**src/rtl/sp16_unit.sv**
```systemverilog
// Stack-pointer unit: owns SP and sequences push/pop accesses to data memory.
// Optional SP16_BOUNDS_CHECK_EN enables P_LIMIT/P_TOP fault detection and sticky flags.

module inc16 (
  input  logic [15:0] i_a,
  input  logic        i_dec,
  output logic [15:0] o_y
);
  assign o_y = i_dec ? (i_a - 16'd1) : (i_a + 16'd1);
endmodule

module sp16_unit #(
  parameter logic [15:0] P_TOP   = 16'hFFFF,
  parameter logic [15:0] P_LIMIT = 16'hFF00
) (
  input  logic        i_clk,
  input  logic        i_rst_n,
  input  logic        i_req_valid,
  input  logic        i_req_push,
  output logic        o_req_ready,
  input  logic        i_load,
  input  logic [15:0] i_load_val,
  input  logic        i_clr_flags,
  output logic        o_mem_en,
  output logic        o_mem_we,
  output logic [15:0] o_mem_addr,
  input  logic        i_mem_ack,
  output logic [15:0] o_sp,
  output logic        o_done,
  output logic        o_err,
  output logic        o_ovf,
  output logic        o_unf
);

  localparam int unsigned W = 16;

  typedef enum logic [1:0] {S_IDLE, S_ACCESS, S_DONE} state_t;

  state_t         r_state;
  logic [W-1:0]   r_sp;
  logic [W-1:0]   r_addr;
  logic           r_push;
  logic           r_mem_en;
  logic           r_mem_we;
  logic           r_done;
  logic           r_err;

  logic           w_idle;
  logic           w_load;
  logic           w_accept;
  logic           w_dec;
  logic           w_ovf_hit;
  logic           w_unf_hit;
  logic           w_fault;
  logic [W-1:0]   w_step;

  assign w_idle      = (r_state == S_IDLE);
  assign w_load      = w_idle & i_load;
  assign o_req_ready = w_idle & ~i_load;
  assign w_accept    = i_req_valid & o_req_ready;

  // In IDLE the step precomputes the push address; in ACCESS it is the SP write-back value.
  assign w_dec = w_idle ? i_req_push : r_push;

  inc16 u_inc16 (
    .i_a   (r_sp),
    .i_dec (w_dec),
    .o_y   (w_step)
  );

`ifdef SP16_BOUNDS_CHECK_EN
  logic r_ovf;
  logic r_unf;

  assign w_ovf_hit = w_accept &  i_req_push & (r_sp == P_LIMIT);
  assign w_unf_hit = w_accept & ~i_req_push & (r_sp == P_TOP);

  // Sticky fault flags; a set in the same cycle as a clear wins.
  always_ff @(posedge i_clk or negedge i_rst_n) begin
    if (!i_rst_n) begin
      r_ovf <= 1'b0;
      r_unf <= 1'b0;
    end else if (w_load) begin
      r_ovf <= 1'b0;
      r_unf <= 1'b0;
    end else begin
      if (i_clr_flags) begin
        r_ovf <= 1'b0;
        r_unf <= 1'b0;
      end
      if (w_ovf_hit) r_ovf <= 1'b1;
      if (w_unf_hit) r_unf <= 1'b1;
    end
  end

  assign o_ovf = r_ovf;
  assign o_unf = r_unf;
`else
  logic w_unused;

  assign w_ovf_hit = 1'b0;
  assign w_unf_hit = 1'b0;
  assign w_unused  = ^{i_clr_flags, P_LIMIT};
  assign o_ovf     = 1'b0;
  assign o_unf     = 1'b0;
`endif

  assign w_fault = w_ovf_hit | w_unf_hit;

  always_ff @(posedge i_clk or negedge i_rst_n) begin
    if (!i_rst_n) begin
      r_state  <= S_IDLE;
      r_sp     <= P_TOP;
      r_addr   <= 16'h0000;
      r_push   <= 1'b0;
      r_mem_en <= 1'b0;
      r_mem_we <= 1'b0;
      r_done   <= 1'b0;
      r_err    <= 1'b0;
    end else begin
      r_done <= 1'b0;
      r_err  <= 1'b0;
      case (r_state)
        S_IDLE: begin
          if (w_load) begin
            r_sp <= i_load_val;
          end else if (w_accept) begin
            if (w_fault) begin
              r_state <= S_DONE;
              r_done  <= 1'b1;
              r_err   <= 1'b1;
            end else begin
              r_state  <= S_ACCESS;
              r_push   <= i_req_push;
              r_mem_en <= 1'b1;
              r_mem_we <= i_req_push;
              r_addr   <= i_req_push ? w_step : r_sp;
            end
          end
        end
        S_ACCESS: begin
          if (i_mem_ack) begin
            r_sp     <= w_step;
            r_mem_en <= 1'b0;
            r_done   <= 1'b1;
            r_state  <= S_DONE;
          end
        end
        S_DONE: begin
          r_state <= S_IDLE;
        end
        default: begin
          r_state <= S_IDLE;
        end
      endcase
    end
  end

  assign o_mem_en   = r_mem_en;
  assign o_mem_we   = r_mem_we;
  assign o_mem_addr = r_addr;
  assign o_sp       = r_sp;
  assign o_done     = r_done;
  assign o_err      = r_err;

endmodule

```
**config.mk**
```make
export PLATFORM = sky130hd
export DESIGN_NAME = sp16_unit
export DESIGN_NICKNAME = d
export VERILOG_FILES = /design/src/rtl/sp16_unit.sv
export SDC_FILE = /design/constraint.sdc
export NUM_CORES = 1
export LEC_CHECK = 0
export ABC_AREA = 0
export ABC_CLOCK_PERIOD_IN_PS = 3300
export CAP_MARGIN = 40
export CELL_PAD_IN_SITES_DETAIL_PLACEMENT = 1
export CELL_PAD_IN_SITES_GLOBAL_PLACEMENT = 1
export CORE_MARGIN = 1.5
export CORE_UTILIZATION = 33
export DETAILED_ROUTE_END_ITERATION = 6
export PLACE_DENSITY = 0.8
export SYNTH_ARGS = -nofsm -noshare
export SYNTH_HDL_FRONTEND = slang
export SYNTH_SLANG_ARGS = --single-unit
```
**constraint.sdc**
```tcl
create_clock -name i_clk -period 3.3 [get_ports i_clk]
set_clock_uncertainty 0.2 [all_clocks]
set_input_delay 0.33 -clock i_clk [delete_from_list [all_inputs] [get_ports i_clk]]
set_output_delay 0.33 -clock i_clk [all_outputs]
set_load 0.05 [all_outputs]
```
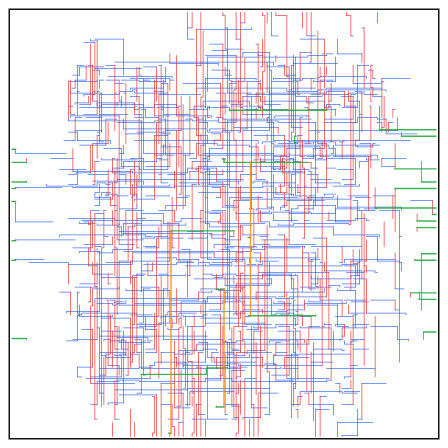
Fig. 1. Routed metal, one colour a layer (run 1).
- met2: red (wire length 3800 µm)
- met4: orange (wire length 98.6 µm)
- met1: blue (wire length 3730 µm)
- met3: green (wire length 181 µm)
Tot GR Track Use: 20.9%
Routed WL: 7820 µm

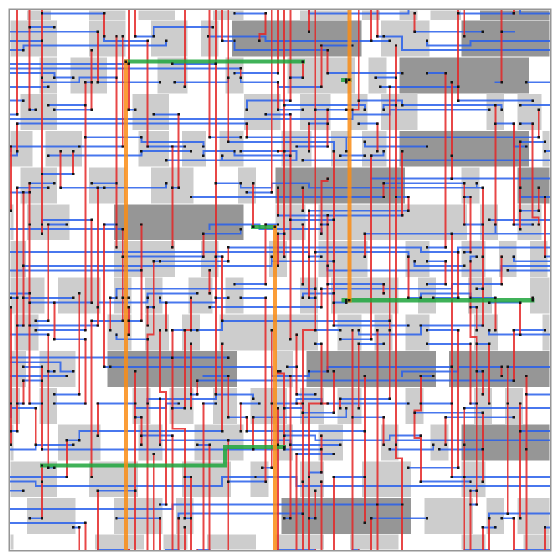
Fig. 2. Close-up of the layout (run 1).
Window x 25 to 65, y 7 to 47 µm. Cells in grey, sequential cells in the stronger grey; small squares are vias.
- met3: green
- met2: red
- met1: blue
- met4: orange
- sequential cells in the window: 11
- most frequent: nand2_1 (21), a21oi_1 (10), dfstp_2 (9)
- cells with their middle in the window: 106
- netlist names of flops here include: o_sp (9)

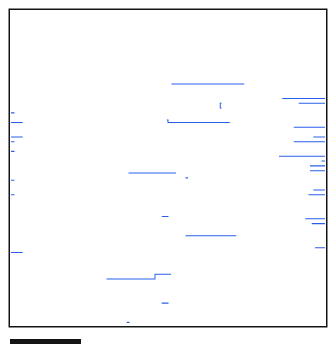
Fig. 3. The metal 3 layer (run 1).
The bar under the picture is 20 µm long.
- nets with wire on the layer: 28
- main direction: horizontal
- wire length on this layer: 181 µm
- share of all routed wire: 2.3%
- longest straight run: 20.2 µm
met3 Track Usage GR: 2.22%
DR vias: 2438

-- run 1: cell usage in the layout (no fill, tap or decap), types with 16 or more instances in the layout --
cell / n
nor2_1: 24
clkdlybuf4s50_1: 56
ha_1: 16
dfrtp_1: 21
a21oi_1: 29
o21ai_0: 26
buf_4: 26
nand2_1: 50
dfstp_2: 16
-- run 1: worst min-delay path by stage --
stage | to | from | slack (ps)
CTS | o_mem_addr[6] | o_mem_addr[6] | 280
finish | o_mem_addr[6] | o_mem_addr[6] | 270
detailed placement | o_mem_en | o_mem_en | 270
floorplan | o_done | i_rst_n | -170
global placement | o_mem_addr[6] | o_mem_addr[6] | 250
global route | o_mem_en | o_mem_en | 320
-- run 1: registers in the layout, summed over array words and instances, names as in the netlist --
register	count
o_mem_we	1
o_mem_en	1
o_done	1
o_sp	16
r_state	2
o_mem_addr	16
==> flow_metrics.tcl, run 1 <==
# implementation run metrics
set metrics [dict create \
    maxSlewViolCount 0 \
    relSlewSlack_pct 43.8 \
    dr.pass1.iters 4 \
    top_cell "nand2_1" \
    cp_num_buf_inv 2 \
    final_cells 473 \
    crit_family "simple AND/OR/NAND/NOR gates" \
    gr-usage-met1_pct 28.5 \
    critical_path_class "flip-flop to flip-flop" \
    net-switching-power_mw 1.95 \
    p_clk_mw 0.408 \
    cp.required_ps 3290 \
    wl_met2_um 3800 \
    worst_setup_path_end_kind "flip-flop" \
    status "finished, final reports clean" \
    overflow 0 \
    cp_slowest_cell "or4_2" \
    clkTransAtPathRegs_ps 70 \
    async_reset_ff_share_pct 100 \
    cts-resized-gates 0 \
    fp-row-count 31 \
    worstSetupEndpoint "o_mem_addr[13]" \
    muxShareOfSynthArea_pct 2.04 \
    whs_ps 275 \
    r2r-end "o_mem_addr[13]" \
    cts_setup_buffers 0 \
    yosys.stat.seqShare_pct 38.6 \
    worstReg2RegStart "r_state[0]" \
    critPathLaunchType "flip-flop" \
    wl_met3_um 181 \
    yosys_warnings 0 \
    design_area_um2 3450 \
    fin_util_pct 47.8 \
    cts-hold-fix-buffers 1 \
    dp_slack_ps -152 \
    intPower_mw 1.94 \
    top_cell_area_share_pct 21.4 \
    cp_max_fo 8 \
    whs_path_depth 2 \
    final.min_clock_period_ps 3180 \
    grt_pass1_vias 2503 \
    busiest_layer "met2" \
    root_buffer "clkbuf_8" \
    comb_power_mw 2.61 \
    clkLatencyLatePin_ps 290 \
    totalNegativeSetupSlack_ps 0 \
    wl_per_cell_um 16.5 \
    setup_ws_ps 116 \
    cp-startpoint "r_state[0]" \
    cp.depth 11 \
    r2r_cells 11 \
    path_cells "nor2_2, mux2i_1, inv_1, buf_4, ha_1, nand2_1, or4_2, o22ai_2, xor2_1, mux2i_1, o21ai_1" \
    rsz0062_at_grt "true" \
    top_logic_kind "AND-OR/OR-AND gates" \
    regArea_um2 946 \
    logic_area_um2 1460 \
    layout.nonclk_buf_share_pct 22.4 \
    cts_tree "built" \
    slowest_delay_ps 680 \
    simple_gate_area_share_pct 19.2 \
    grt_first_pass_wirelength_um 12600 \
    met2_usage_pct 35.3 \
    buffers_excl_clock 84 \
    clock_area_share_pct 3.38 \
    placedInstanceArea_um2 3270 \
    drive_above_1_share_pct 17.6 \
    yosysUniqueCellTypes 44 \
    sw_frac_of_total_pct 50.1 \
    openroad.warnings 30 \
    ys_sh_xor_pct 5.00 \
    multi_input_comb_cells 236 \
    yosysTopAreaCell "dfrtp_1" \
    critPathMostFrequentCell "mux2i_1" \
    die_area_um2 7960 \
    drc_errors 0 \
    arrival_ps 3170 \
    core_um2 7210 \
    cts_sinks 37 \
    die_w_um 89.2 \
    port_buffers 57 \
    grt_max_degree 38 \
    antenna_found_initial 0 \
    seq_power_share_pct 22.4 \
    yosys-stat-cells 294 \
    yosys_area_um2 2450 \
    ir_worst_vdd_uv 392 \
    io_pins 62 \
    hold_viol 0 \
    top_power_group "combinational cells" \
    cts_max_path_buffers 2 \
    via_per_inst 5.15 \
    p_clk_share_pct 10.5 \
    setup_violations 0 \
    taps 99 \
    dominant-cell-class "combinational gates" \
    highest_layer "met4" \
]
==> run 1 -> run 2 <==
--- a/config.mk
+++ b/config.mk
@@ -14,6 +14,7 @@
 export CORE_UTILIZATION = 33
 export DETAILED_ROUTE_END_ITERATION = 6
 export PLACE_DENSITY = 0.8
+export SKIP_LAST_GASP = 1
 export SYNTH_ARGS = -nofsm -noshare
 export SYNTH_HDL_FRONTEND = slang
 export SYNTH_SLANG_ARGS = --single-unit
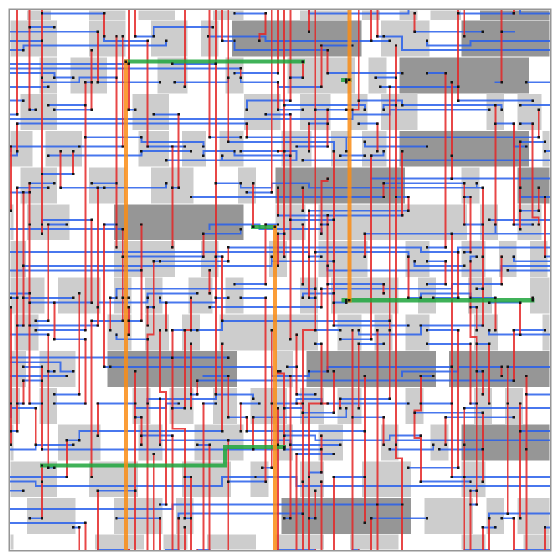
Fig. 4. Close-up of the layout (run 2).
Window x 25 to 65, y 7 to 47 µm. Cells in grey, sequential cells in the stronger grey; small squares are vias.
- met4: orange
- met2: red
- met3: green
- met1: blue
- most frequent: nand2_1 (21), a21oi_1 (10), dfstp_2 (9)
- sequential cells in the window: 11
- cells with their middle in the window: 106
- netlist names of flops here include: o_sp (9)

==> flow_metrics.tcl, run 2 <==
# implementation run metrics
set metrics [dict create \
    top_cell "nand2_1" \
    cts-resized-gates 0 \
    drc_errors 0 \
    io_pins 62 \
    buffers_excl_clock 84 \
    worstReg2RegStart "r_state[0]" \
    crit_family "simple AND/OR/NAND/NOR gates" \
    net-switching-power_mw 1.95 \
    cp.required_ps 3290 \
    openroad.warnings 30 \
    drive_above_1_share_pct 17.6 \
    wl_met3_um 181 \
    overflow 0 \
    cp_slowest_cell "or4_2" \
    met2_usage_pct 35.3 \
    multi_input_comb_cells 236 \
    ir_worst_vdd_uv 392 \
    clkLatencyLatePin_ps 290 \
    worst_setup_path_end_kind "flip-flop" \
    worstSetupEndpoint "o_mem_addr[13]" \
    clkTransAtPathRegs_ps 70 \
    port_buffers 57 \
    setup_ws_ps 116 \
    critical_path_class "flip-flop to flip-flop" \
    arrival_ps 3170 \
    vias 2438 \
    layout.nonclk_buf_share_pct 22.4 \
    final_cell_mix "56 x clkdlybuf4s50_1, 50 x nand2_1, 29 x a21oi_1" \
    p_clk_mw 0.408 \
    cts-hold-fix-buffers 1 \
    grt_pass1_vias 2503 \
    root_buffer "clkbuf_8" \
    dr.pass1.iters 4 \
    yosys.stat.seqShare_pct 38.6 \
    cts_sinks 37 \
    comb_power_mw 2.61 \
    r2r-end "o_mem_addr[13]" \
    cp.depth 11 \
    wl_per_cell_um 16.5 \
    wl_met2_um 3800 \
    dp_slack_ps -152 \
    cts_setup_buffers 0 \
    fin_util_pct 47.8 \
    yosys-stat-cells 294 \
    die_w_um 89.2 \
    logic_area_um2 1460 \
    detail_route.wirelength_um 7820 \
    status "finished, final reports clean" \
    critPathLaunchType "flip-flop" \
    path_cells "nor2_2, mux2i_1, inv_1, buf_4, ha_1, nand2_1, or4_2, o22ai_2, xor2_1, mux2i_1, o21ai_1" \
    yosys_area_um2 2450 \
    fp-row-count 31 \
    cts_max_path_buffers 2 \
    cp_num_buf_inv 2 \
    layout_top_cell "clkdlybuf4s50_1" \
    top_power_group "combinational cells" \
    yosysUniqueCellTypes 44 \
    via_per_inst 5.15 \
    antenna_found_initial 0 \
    cts_tree "built" \
    whs_path_depth 2 \
    sw_frac_of_total_pct 50.1 \
    cp-startpoint "r_state[0]" \
    top_cell_area_share_pct 21.4 \
    whs_endpoint "o_mem_addr[6]" \
    gr-usage-met1_pct 28.5 \
    taps 99 \
    hold_viol 0 \
    dominant-cell-class "combinational gates" \
]
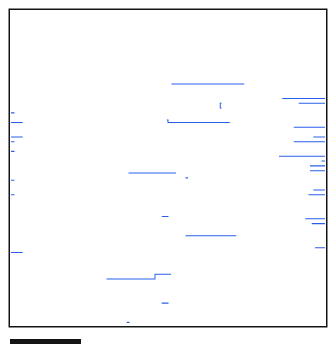
Fig. 5. The metal 3 layer (run 2).
The bar under the picture is 20 µm long.
- wire length on this layer: 181 µm
- longest straight run: 20.2 µm
- share of all routed wire: 2.3%
- main direction: horizontal
- nets with wire on the layer: 28

-- run 2: through the flow --
| stage | std cells | power (mW) | setup TNS [ps] | cell area [µm²] |
|---|---|---|---|---|
| finish | 473 | 3.90 | 0 | 3450 |
| global route | 473 | 4.16 | -252 | 3450 |
| CTS | 472 | 3.85 | 0 | 3400 |
| detailed placement | 463 | 3.44 | -874 | 3270 |
| global placement | 463 | 3.35 | -124 | 3270 |
| floorplan | 296 | 2.50 | 0 | 2460 |
-- run 2: cells by family after synthesis --
family,count (synthesis),synth area share [%]
AND-OR/OR-AND,92,22.1
AND/OR/NAND/NOR,105,19.2
buffers and inverters,23,3.98
adder cells (fa/ha/maj),17,8.97
other,1,0.153
multiplexers,5,2.04
XOR/XNOR,14,5.00
flip-flops,37,38.6
Power figures rest on the tool's default switching activity, not on a simulated workload.
